==> config.mk <==
export PLATFORM = sky130hd
export DESIGN_NAME = rename_map_table
export DESIGN_NICKNAME = d
export VERILOG_FILES = /design/src/rtl/rename_pkg.sv /design/src/rtl/map_ckpt_store.sv /design/src/rtl/rename_map_table.sv
export SDC_FILE = /design/constraint.sdc
export NUM_CORES = 2
export LEC_CHECK = 0
export CORE_UTILIZATION = 45
export DETAILED_ROUTE_END_ITERATION = 12
export PLACE_DENSITY = 0.6
export REMOVE_ABC_BUFFERS = 1
export SLEW_MARGIN = 40
export SYNTH_ARGS = -nofsm -noshare
export SYNTH_HDL_FRONTEND = slang
export SYNTH_SLANG_ARGS = --single-unit
==> constraint.sdc <==
create_clock -name clk -period 7.8 [get_ports clk]
set_input_delay 0.78 -clock clk [delete_from_list [all_inputs] [get_ports clk]]
set_output_delay 0.78 -clock clk [all_outputs]
set_load 0.05 [all_outputs]
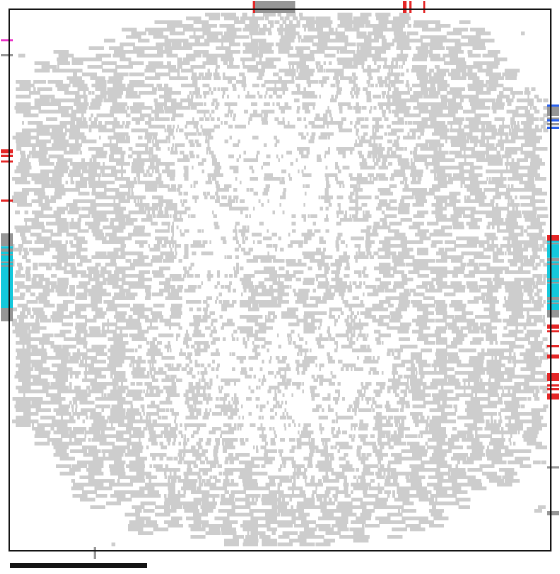
Figure 1: ports around the boundary.
Scale bar: 100 um. Pins as bars across the die edge, other pins in grey.
Blue shows `ckpt_count`, pins 3, direction output, edge east. Magenta shows `clk`, pins 1, direction input, edge west. Cyan shows `rd_phys_addr`, pins 56, direction output, edge 28 east, 28 west. Red shows `wr_phys_addr`, pins 28, direction input, edge 18 east, 5 north, 5 west.
All pins by edge: 72 east, 54 west, 37 north, 1 south.
Port Buffers: 163
die height: 393.7 um
Die W: 393.7 um

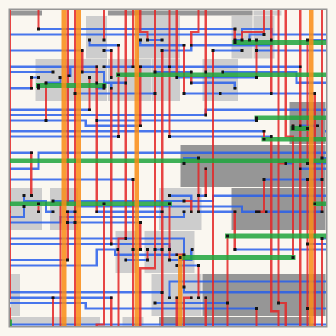
Figure 2: close-up of the layout.
Window x 285 to 305, y 285 to 305 um. Cells in grey, sequential cells in the stronger grey; small squares are vias.
Orange shows met4. Green shows met3. Red shows met2. Blue shows met1.
Sequential cells in the window: 3. 18 logic cells have their middle in the window. Most frequent: nand2_1 (4), a21oi_1 (3).

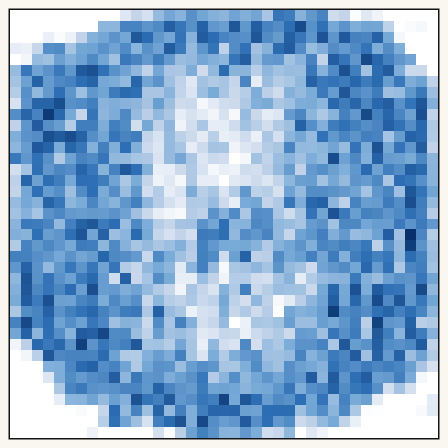
Figure 3: local utilization.
The die is cut into 39 by 39 equal tiles; white is low, dark blue is high, 0 to 100% covered.
The emptiest ninth of the die: centre. 11% of the tiles are over 75% full. 7.4% of the tiles are nearly empty. The mean over all tiles is 47%.
core area: 0.1521 sq mm
share of the core filled with cells: 0.4987

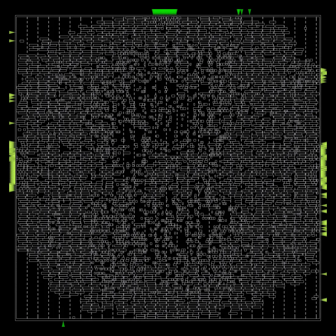
Figure 4: placement view.
final cell count without fillers: 6947
fraction of area in registers: 0.4327
fill count: 13060

==> flow_metrics.tcl <==
# place-and-route summary
set metrics [dict create \
    cts_setup_buffers 0 \
    num_rows 143 \
    design_area_sq_mm 0.07584 \
    drv_slew 0 \
    place_ws_ns 2.940 \
    num-nets-final 4905 \
    numCtsBuffers 121 \
    cts-resized-gates 0 \
    clk_pin_slew_ns 0.06 \
    worstSetupEndpointType "output pin" \
    drt_pass1_iterations 7 \
    synthCells 5039 \
    power.leakage_nw 25.64 \
    rsz0062_at_grt "false" \
    yosys_cells 5039 \
    drc 0 \
    avgSynthCellArea_sq_um 13.70 \
    tightestPinTransition_ns 1.046 \
    power_density_mw_per_mm2 362.8 \
    fin_crit_sh 0.6358 \
    yosysWarnings 0 \
    clkLatencyLatePin_ns 0.80 \
    warnings 38 \
    crit_path_start_kind "input port" \
    status "complete, no violations" \
    max_freq_mhz 201.6 \
    synthArstFlopShare 0.2057 \
    ios 164 \
    antenna_found_initial 17 \
    cts_hold_buf 1 \
    cts_tree "done" \
    ys_seq_share 0.4753 \
    drtIter0Drc 10010 \
    worst_ep_arrival_time_ns 4.18 \
    chipArea_sq_mm 0.1550 \
    dp.cells 6695 \
    max_slew_margin 0.2950 \
    initial_core_util 0.4539 \
    ant_nets 0 \
    clock-sinks 1128 \
    yosys_area_sq_mm 0.06904 \
    syn-cell-area_sq_mm 0.06904 \
    clock_skew_ns 0.04495 \
    wl_mm 320.9 \
    largest_reg_flops 896 \
    grtUsageTotal 0.4080 \
    hold_slack_ns 0.4708 \
    post_dp_cell_area_sq_mm 0.07162 \
    cts_max_level 3 \
    hold_violations 0 \
    synthToLayoutAreaGrowth_pct 9.858 \
    clockBufferDepth 3 \
    rrSetupSlack_ns 4.01 \
    cp_max_fo 31 \
    vias 55040 \
    grt.overflow.total 0 \
    hold_path_class "in2reg" \
    finalCriticalPeriod_ns 4.959 \
    cts-root-buf "clkbuf_16" \
    reg2reg_depth 11 \
    cp.required_ns 7.02 \
    grt_pass1_vias 52060 \
    via_per_inst 7.923 \
    grt_max_degree 109 \
    gp_congestion 1.082 \
    whs_path_depth 2 \
    crit_type "in2out" \
    edf_count 896 \
    maxCapViolCount 0 \
    synth_cell_types 78 \
    wl_per_cell_um 46.20 \
    dp_hpwl_mm 212.7 \
    grt_pass1_wl_mm 440.0 \
    ys_seq_elements 1128 \
    post_route_cells_drive_above_1_share 0.2813 \
    ir_worst_vdd_uv 478.2 \
    finalSetupViolCount 0 \
    flop_cell "edfxtp_1" \
    finalWorstSetupSlack_ns 2.841 \
]
power by group:
| part | total [mW] | leakage, nW | internal (mW) | switching [mW] |
|---|---|---|---|---|
| Combinational | 9.65 | 12.8 | 4.34 | 5.31 |
| Sequential | 12.0 | 10.9 | 8.19 | 3.83 |
| Clock | 5.84 | 1.95 | 3.30 | 2.54 |
logic make-up after synthesis:
group	share of synthesized area
DFF	0.4753
and+or+nand+nor	0.08272
AOI/OAI and AO/OA	0.1125
adders and majority gates	0.001740
xor gates and xnor gates	0.0009605
muxes	0.2820
buffers and inverters	0.04475
area by class of cell:
| class | instances | area [sq um] |
|---|---|---|
| flip-flops and latches | 1128 | 32820 |
| clock buffers | 157 | 3304 |
| clock inverters | 72 | 711.9 |
| diodes | 15 | 37.54 |
| well taps | 2030 | 2540 |
| repair buffers | 308 | 3003 |
| fillers | 13060 | 76240 |
| multi-input cells | 3212 | 33330 |
| inverters | 25 | 97.59 |
worst max-delay path, stage by stage:
cell and delay, ns:
buf_4 0.47, buf_4 0.61, mux4_2 0.58, mux4_2 0.49, mux2_2 0.40, clkdlybuf4s50_1 0.74
stage by stage:
step | power [mW] | setup TNS (ns)
after floorplan | 15.99 | -2436.22
after global placement | 20.87 | 0
after detailed placement | 21.05 | 0
after CTS | 26.86 | 0
after global routing | 27.99 | 0
final | 27.51 | 0
layer usage:
| layer | vias up | track usage | part of all wire |
|---|---|---|---|
| li1 | 20280 | - | - |
| met1 | 28350 | 0.5528 | 0.37 |
| met2 | 5236 | 0.5425 | 0.40 |
| met3 | 1154 | 0.1829 | 0.16 |
| met4 | 14 | 0.2189 | 0.069 |
| met5 | - | 0.02032 | 0.0014 |
layout by cell type (no fill, tap or decap), drive strengths merged, types with 94 or more instances in the layout:
cell,netlist,final
buf,195,185
nand3,273,273
o221ai,110,110
dfrtp,152,152
mux4,784,784
a211o,99,99
clkdlybuf4s50,0,120
clkbuf,479,159
o21ai,94,94
a221oi,99,99
o22ai,173,173
nand2,622,622
a21oi,117,117
mux2i,118,118
edfxtp,896,896
nor2,135,135
cells in the mapped netlist, drive strengths merged (15+ instances only):
| master | number | share of area |
|---|---|---|
| dfstp | 80 | 0.030 |
| nor2 | 135 | 0.0080 |
| nand2b | 61 | 0.0055 |
| a221o | 57 | 0.0083 |
| o211ai | 24 | 0.0028 |
| mux2 | 56 | 0.0091 |
| a22oi | 16 | 0.0017 |
| and3 | 34 | 0.0031 |
| o22ai | 173 | 0.016 |
| a211o | 99 | 0.013 |
| nand2 | 622 | 0.034 |
| a31oi | 18 | 0.0016 |
| nand3 | 273 | 0.020 |
| a2111o | 54 | 0.0088 |
| inv | 25 | 0.0014 |
| o21ai | 94 | 0.0068 |
| edfxtp | 896 | 0.39 |
| o221ai | 110 | 0.014 |
| clkbuf | 479 | 0.026 |
| a2111oi | 24 | 0.0030 |
| dfrtp | 152 | 0.055 |
| mux4 | 784 | 0.26 |
| mux2i | 118 | 0.017 |
| buf | 195 | 0.017 |
| a211oi | 34 | 0.0037 |
| a21oi | 117 | 0.0085 |
| nor2b | 15 | 0.0014 |
| a311oi | 49 | 0.0062 |
| a221oi | 99 | 0.013 |
Power is estimated from default activity; no workload was simulated.
